==> run_1/gate_families.png <==
(4 px per um)
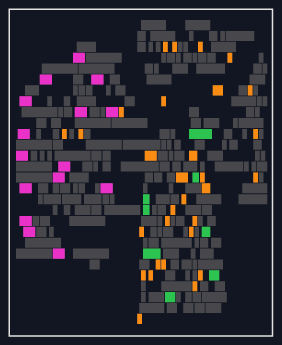
==> run_1/registers.png <==
(3 px per um) Other cells in gray.
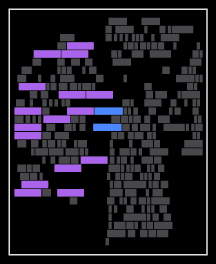
==> run_1/port_nets.png <==
(6 px per um)
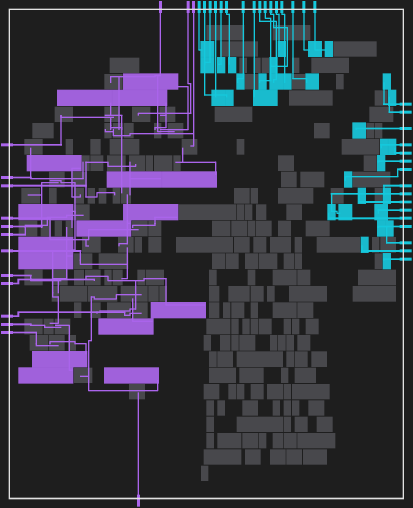
==> run_1/final_clocks.png <==
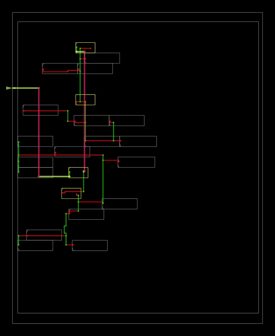
==> config.mk <==
export PLATFORM = sky130hd
export DESIGN_NAME = fifo_push_arb
export DESIGN_NICKNAME = d
export VERILOG_FILES = /design/src/rtl/fifo_push_arb_pkg.sv /design/src/rtl/fifo_push_arb_rr_pick.sv /design/src/rtl/fifo_push_arb.sv
export SDC_FILE = /design/constraint.sdc
export NUM_CORES = 1
export LEC_CHECK = 0
export ABC_AREA = 1
export CORE_ASPECT_RATIO = 1.25
export CORE_MARGIN = 1
export CORE_UTILIZATION = 29
export CTS_CLUSTER_DIAMETER = 60
export CTS_CLUSTER_SIZE = 12
export DETAILED_ROUTE_END_ITERATION = 8
export DONT_BUFFER_PORTS = 1
export SLEW_MARGIN = 20
export SYNTH_ARGS = -nofsm -noshare
export SYNTH_HDL_FRONTEND = slang
export SYNTH_SLANG_ARGS = --single-unit
export TNS_END_PERCENT = 50
==> constraint.sdc <==
create_clock -name clk -period 2.8 [get_ports clk]
set_input_delay 0.56 -clock clk [delete_from_list [all_inputs] [get_ports clk]]
set_output_delay 0.56 -clock clk [all_outputs]
set_load 0.1 [all_outputs]
==> src/rtl/fifo_push_arb_pkg.sv <==
// -----------------------------------------------------------------------------
// fifo_push_arb_pkg
// Shared definitions for the multi-requester FIFO push arbiter:
//   arb_state_e  - burst-lock FSM encoding (IDLE=0, LOCKED=1)
//   STALL_CNT_W  - width of the saturating stall counter
// -----------------------------------------------------------------------------
package fifo_push_arb_pkg;

  typedef enum logic {
    IDLE   = 1'b0,
    LOCKED = 1'b1
  } arb_state_e;

  localparam int STALL_CNT_W = 16;

endpackage : fifo_push_arb_pkg

==> src/rtl/fifo_push_arb_rr_pick.sv <==
// -----------------------------------------------------------------------------
// rr_pick
// Combinational rotate-priority selector: returns a one-hot vector marking the
// first asserted request at or after ptr, searching upward modulo NREQ.
// Ports:
//   req  [NREQ-1:0]   - candidate requests
//   ptr  [PTR_W-1:0]  - highest-priority index (always < NREQ)
//   gnt  [NREQ-1:0]   - one-hot pick, all-zero when req is zero
// -----------------------------------------------------------------------------
module rr_pick #(
  parameter int NREQ  = 4,
  parameter int PTR_W = $clog2(NREQ)
) (
  input  logic [NREQ-1:0]  req,
  input  logic [PTR_W-1:0] ptr,
  output logic [NREQ-1:0]  gnt
);

  int   idx;
  logic found;

  // NOTE: every signal written here gets a default first, so no path leaves a
  // value unassigned and no latch is inferred.
  always_comb begin
    gnt   = '0;
    found = 1'b0;
    idx   = 0;
    for (int k = 0; k < NREQ; k++) begin
      // Explicit wrap keeps non-power-of-2 NREQ correct.
      idx = int'(ptr) + k;
      if (idx >= NREQ) idx = idx - NREQ;
      // Compare against constant i so every index into req is a constant.
      for (int i = 0; i < NREQ; i++) begin
        if (!found && (idx == i) && req[i]) begin
          gnt[i] = 1'b1;
          found  = 1'b1;
        end
      end
    end
  end

endmodule : rr_pick

==> src/rtl/fifo_push_arb.sv <==
// -----------------------------------------------------------------------------
// fifo_push_arb
// Round-robin arbiter that lets NREQ producers share the push side of a single
// FIFO. Grant is combinational (zero latency) and nothing is buffered here.
//
// Optional feature macro: FIFO_ARB_BURST_LOCK_EN
//   When defined, a two-state FSM keeps the grant on one requester from its
//   first last=0 word until its last=1 word. When undefined, last is ignored
//   and every accepted word rotates the priority pointer.
//
// Ports:
//   clk        - clock, rising edge
//   reset_n    - asynchronous active-low reset
//   req        [NREQ-1:0]       - per-requester word valid
//   din        [NREQ*WIDTH-1:0] - requester i word at [i*WIDTH +: WIDTH]
//   last       [NREQ-1:0]       - per-requester end-of-burst marker
//   gnt        [NREQ-1:0]       - one-hot accept
//   fifo_push                   - push to the shared FIFO
//   fifo_din   [WIDTH-1:0]      - data to the shared FIFO
//   fifo_full                   - registered full flag from the FIFO
//   stall_cnt  [15:0]           - saturating count of stalled cycles
// -----------------------------------------------------------------------------
module fifo_push_arb
  import fifo_push_arb_pkg::*;
#(
  parameter int NREQ  = 4,
  parameter int WIDTH = 8
) (
  input  logic                   clk,
  input  logic                   reset_n,
  input  logic [NREQ-1:0]        req,
  input  logic [NREQ*WIDTH-1:0]  din,
  input  logic [NREQ-1:0]        last,
  output logic [NREQ-1:0]        gnt,
  output logic                   fifo_push,
  output logic [WIDTH-1:0]       fifo_din,
  input  logic                   fifo_full,
  output logic [STALL_CNT_W-1:0] stall_cnt
);

  localparam int PTR_W = $clog2(NREQ);

  logic [PTR_W-1:0] ptr;
  logic [PTR_W-1:0] win_idx;
  logic [PTR_W-1:0] ptr_inc;
  logic [NREQ-1:0]  lock_mask;
  logic [NREQ-1:0]  pick;
  logic             accept;
  logic             ptr_advance;

  // ---------------------------------------------------------------------------
  // Burst lock
  // ---------------------------------------------------------------------------
`ifdef FIFO_ARB_BURST_LOCK_EN
  arb_state_e       state, state_nxt;
  logic [PTR_W-1:0] owner, owner_nxt;
  logic             win_last;

  assign win_last = |(last & gnt);

  // NOTE: state registers use non-blocking assignments so every flop samples
  // the pre-edge values regardless of block ordering.
  always_ff @(posedge clk or negedge reset_n) begin
    if (!reset_n) begin
      state <= IDLE;
      owner <= '0;
    end else begin
      state <= state_nxt;
      owner <= owner_nxt;
    end
  end

  always_comb begin
    state_nxt = state;
    owner_nxt = owner;
    case (state)
      IDLE: begin
        if (accept && !win_last) begin
          state_nxt = LOCKED;
          owner_nxt = win_idx;
        end
      end
      LOCKED: begin
        // Only the owner can be granted while locked.
        if (accept && win_last) state_nxt = IDLE;
      end
      default: state_nxt = IDLE;
    endcase
  end

  always_comb begin
    lock_mask = '1;
    if (state == LOCKED) begin
      for (int i = 0; i < NREQ; i++) lock_mask[i] = (owner == PTR_W'(i));
    end
    // Pointer moves only on accepts that leave the FSM idle; on burst exit
    // the winner is the owner, so ptr becomes owner+1.
    ptr_advance = accept && (state_nxt == IDLE);
  end
`else
  logic unused_last;

  assign unused_last = ^last;
  assign lock_mask   = '1;
  assign ptr_advance = accept;
`endif

  // ---------------------------------------------------------------------------
  // Grant path
  // ---------------------------------------------------------------------------
  rr_pick #(
    .NREQ  (NREQ),
    .PTR_W (PTR_W)
  ) u_rr_pick (
    .req (req & lock_mask),
    .ptr (ptr),
    .gnt (pick)
  );

  // Reset gates the outputs combinationally so they are quiet while held.
  assign gnt       = (reset_n && !fifo_full) ? pick : '0;
  assign accept    = |gnt;
  assign fifo_push = accept;

  always_comb begin
    fifo_din = '0;
    win_idx  = '0;
    for (int i = 0; i < NREQ; i++) begin
      if (gnt[i]) begin
        fifo_din = din[i*WIDTH +: WIDTH];
        win_idx  = PTR_W'(i);
      end
    end
  end

  assign ptr_inc = (win_idx == PTR_W'(NREQ - 1)) ? '0 : win_idx + PTR_W'(1);

  always_ff @(posedge clk or negedge reset_n) begin
    if (!reset_n)         ptr <= '0;
    else if (ptr_advance) ptr <= ptr_inc;
  end

  // ---------------------------------------------------------------------------
  // Stall counter
  // ---------------------------------------------------------------------------
  always_ff @(posedge clk or negedge reset_n) begin
    if (!reset_n) begin
      stall_cnt <= '0;
    end else if ((|req) && fifo_full && (stall_cnt != '1)) begin
      stall_cnt <= stall_cnt + STALL_CNT_W'(1);
    end
  end

endmodule : fifo_push_arb

==> qor.txt, run 1 <==
Worst EP arrival -> 2.49 ns
WP depth -> 15
Cell count in the Yosys report -> 203
Met2 global-route usage -> 27.73%
Total gr overflow -> 0
Top logic cells by instance count in the layout -> nand2_1 (48), buf_4 (35), nand2_2 (18)
Core area -> 0.004800 mm^2
Setup WS post-layout -> -0.2457 ns
WHS Endpoint -> stall_cnt[0]$_DFFE_PN0P_
Crit start category -> register
Worst reg2reg endpoint -> stall_cnt[15]$_DFFE_PN0P_
Logic power comb -> 1890 uW
Setup Skew -> 0.003430 ns
Crit path largest cell delay -> 0.46 ns
Failing checks -> setup timing
Diode count -> 0
Tool warnings -> 33
Met3 WL -> 208 um
Sw Pwr -> 1489 uW
Placed instance area -> 0.001921 mm^2
Logic gate share of total power -> 75.5%
Critical-path cell list -> buf_6, nand3_4, nand3_4, nor2_4, nand4_4, nor2_4, nand4_4, nor2_4, nand3_4, a21oi_4, buf_6, nand2_2, nand2_2, inv_2, nand3_4
Clk latency late pin -> 0.26 ns
Port Buffer Count -> 0
Internal -> 1016 uW
Final Cell Area -> 0.002187 mm^2
Yosys Chip Area -> 0.001459 mm^2
Top cells, area -> dfrtp_1 (31%), nand2_1 (15%), nand3_2 (6.9%)
Chip area -> 0.005320 mm^2
Postcts setup bufs -> 5
Status -> complete, but fails checks
DP HPWL -> 3019 um
Min Hold Slack -> 0.5467 ns
Avg Cell Area, Syn -> 7.187 um^2
Post-CTS Hold Buffers -> 1
DRT iter0 DRCs -> 35
CP required -> 2.24 ns
DR top layer -> met4
# fillers -> 484
Final setup viols -> 11
Syn Nets -> 247
Reg2reg setup slack -> 0.62 ns
Switching share of power -> 59.45%
MUX area fraction -> 0.7719%
Initial Utilization -> 30.40%
Slew Limit Fails -> 0
## Picture notes: gate_families.png
- green: inverting AOI/OAI gates (cells 8)
- orange: inverters (cells 30)
- magenta: XOR/XNOR gates (cells 15)

## Picture notes: registers.png
- blue: `ptr` (flops 2)
- purple: `stall_cnt` (flops 16)

## Picture notes: port_nets.png
- purple: `stall_cnt` (bits 16; direction output; end cells 16; buffers 16; wire 591 um)
- cyan: `din` (bits 32; direction input; end cells 32; buffers 0; wire 287 um)

## Picture notes: final_clocks.png
Num CTS Buffers: 3
clock buf count: 4

## run 1: area by class of cell
type	instances	area [um^2]	share of cell area [%]
multi-input combinational	155	1064	48.63
sequential	18	452.9	20.71
timing repair buffer	45	409.1	18.71
inverter	29	123.9	5.664
tap	60	75.07	3.432
clock buffer	4	55.05	2.517
timing repair inverter	1	7.507	0.3432
## run 1: worst reg2reg max path, cell delays in order, from the launching register on
cell and delay, ns:
dfrtp_1 0.43, ha_1 0.25, nand2_1 0.07, nor2_1 0.05, nand4_1 0.12, nand2_1 0.18, nor4_2 0.28, nand3_1 0.23
nor4_1 0.31, xor2_1 0.19
## run 1: flip-flops by register name, indices dropped and copies added, names as in the netlist
name	flops
ptr	2
stall_cnt	16
==> run_1/metal_stack.png <==
(4 px per um)
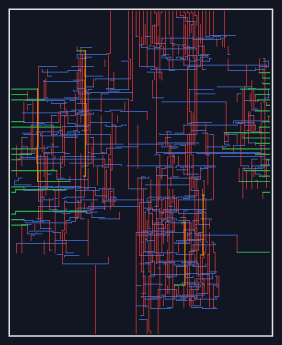

==> inputs of run 2 (changes only) <==
CTS_BUF_LIST = sky130_fd_sc_hd__clkbuf_2   (was unset)
GPL_TIMING_DRIVEN = 0   (was unset)
TNS_END_PERCENT = 30   (was 50)
==> run_2/metal_stack.png <==
(4 px per um)
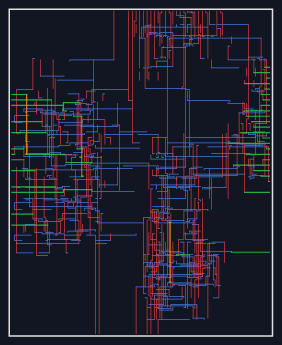
- green: met3 (wire length 228 um)
- blue: met1 (wire length 1,400 um)
- orange: met4 (wire length 44.9 um)
- red: met2 (wire length 1,940 um)

==> run_2/port_nets.png <==
(6 px per um)
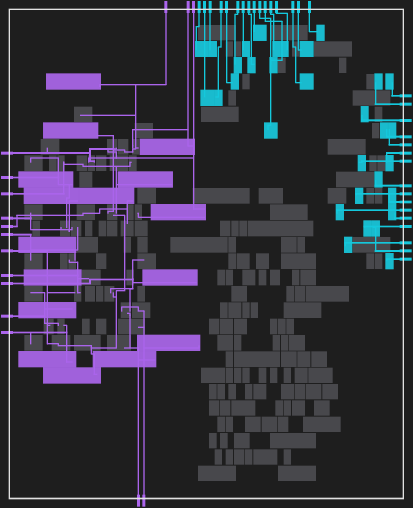
- cyan: `din` (bits 32; direction input; end cells 32; buffers 0; wire 249 um)
- purple: `stall_cnt` (bits 16; direction output; end cells 16; buffers 0; wire 585 um)

==> qor.txt, run 2 <==
Chip area -> 0.005320 mm^2 (unchanged)
Register area -> 466.7 um^2 (was 452.9 um^2)
Logic power comb -> 1290 uW (was 1890 uW)
Inverter count -> 29 (was 30)
Core area -> 0.004800 mm^2 (unchanged)
Switching share of power -> 64.67% (was 59.45%)
Failing checks -> setup timing (unchanged)
Placed instance area -> 0.001642 mm^2 (was 0.001921 mm^2)
Slew Limit Fails -> 0 (unchanged)
Final Cell Area -> 0.001843 mm^2 (was 0.002187 mm^2)
Top cells, area -> dfrtp_1 (31%), nand2_1 (15%), nand3_2 (6.9%) (unchanged)
Top logic cells by instance count in the layout -> nand2_1 (58), nor2_1 (17), inv_1 (14) (was nand2_1 (48), buf_4 (35), nand2_2 (18))
Final setup viols -> 13 (was 11)
Biggest regs -> stall_cnt: 16 flops, ptr: 2 flops (unchanged)
Status -> complete, but fails checks (unchanged)
Setup WS post-layout -> -0.7730 ns (was -0.2457 ns)
Comb_multi_in -> 156 (was 155)
Flops -> 18 (unchanged)
Sequential cell area share -> 25.32% (was 20.71%)
Logic share of the area -> 56.01% (was 48.63%)
Setup Skew -> 0.01492 ns (was 0.003430 ns)
DRT iter0 DRCs -> 17 (was 35)
Clock buf count -> 4 (unchanged)
Logic gate share of total power -> 58.6% (was 75.5%)
Buffering overhead -> 5.703% (was 18.71%)
Max FFs per register -> 16 (unchanged)
Diode count -> 0 (unchanged)
Min Hold Slack -> 0.5760 ns (was 0.5467 ns)
Worst EP arrival -> 3.01 ns (was 2.49 ns)
Syn Nets -> 247 (unchanged)
MI comb area -> 0.001032 mm^2 (was 0.001064 mm^2)
Crit start category -> register (unchanged)
DP HPWL -> 2683 um (was 3019 um)
Top reg by flops -> stall_cnt (unchanged)
Sw Pwr -> 1421 uW (was 1489 uW)
Total gr overflow -> 0 (unchanged)
Clock network area share -> 1.086% (was 2.517%)
Yosys Chip Area -> 0.001459 mm^2 (unchanged)
Num CTS Buffers -> 3 (unchanged)
==> run_2/registers.png <==
(3 px per um) Other cells in gray.
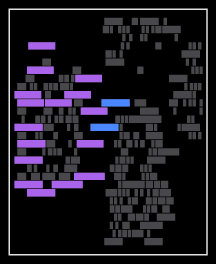
- purple: `stall_cnt` (flops 16)
- blue: `ptr` (flops 2)

[run 2: cell count changes in the layout (fill, tap and decap cells not counted), moves of 3 or more]
cell and change:
clkbuf_8 -4, nand2_1 +10, buf_6 -5, dfrtp_2 +5
dfrtp_1 -7, clkbuf_2 +4, nand2_2 -8, buf_4 -25
buf_12 -3
[run 2: worst max-delay path, cell delays in order (launching register included)]
cell	delay (ns)
dfrtp_2	0.53
inv_2	0.09
nand3_4	0.08
nand3_4	0.08
nor2_4	0.11
nand4_4	0.10
nor2_4	0.16
nand4_4	0.11
nor2_4	0.15
nand3_4	0.10
a21oi_4	0.69
nand2_1	0.11
nand2_1	0.11
inv_2	0.05
nand3_4	0.23
[run 2: layer usage]
metal  up-vias  part of all wire (%)
met5         -                     0
met4         0                   1.2
met3         7                   6.3
met2        51                    54
met1       631                    39
li1        683                     -
Power is estimated from default activity; no workload was simulated.
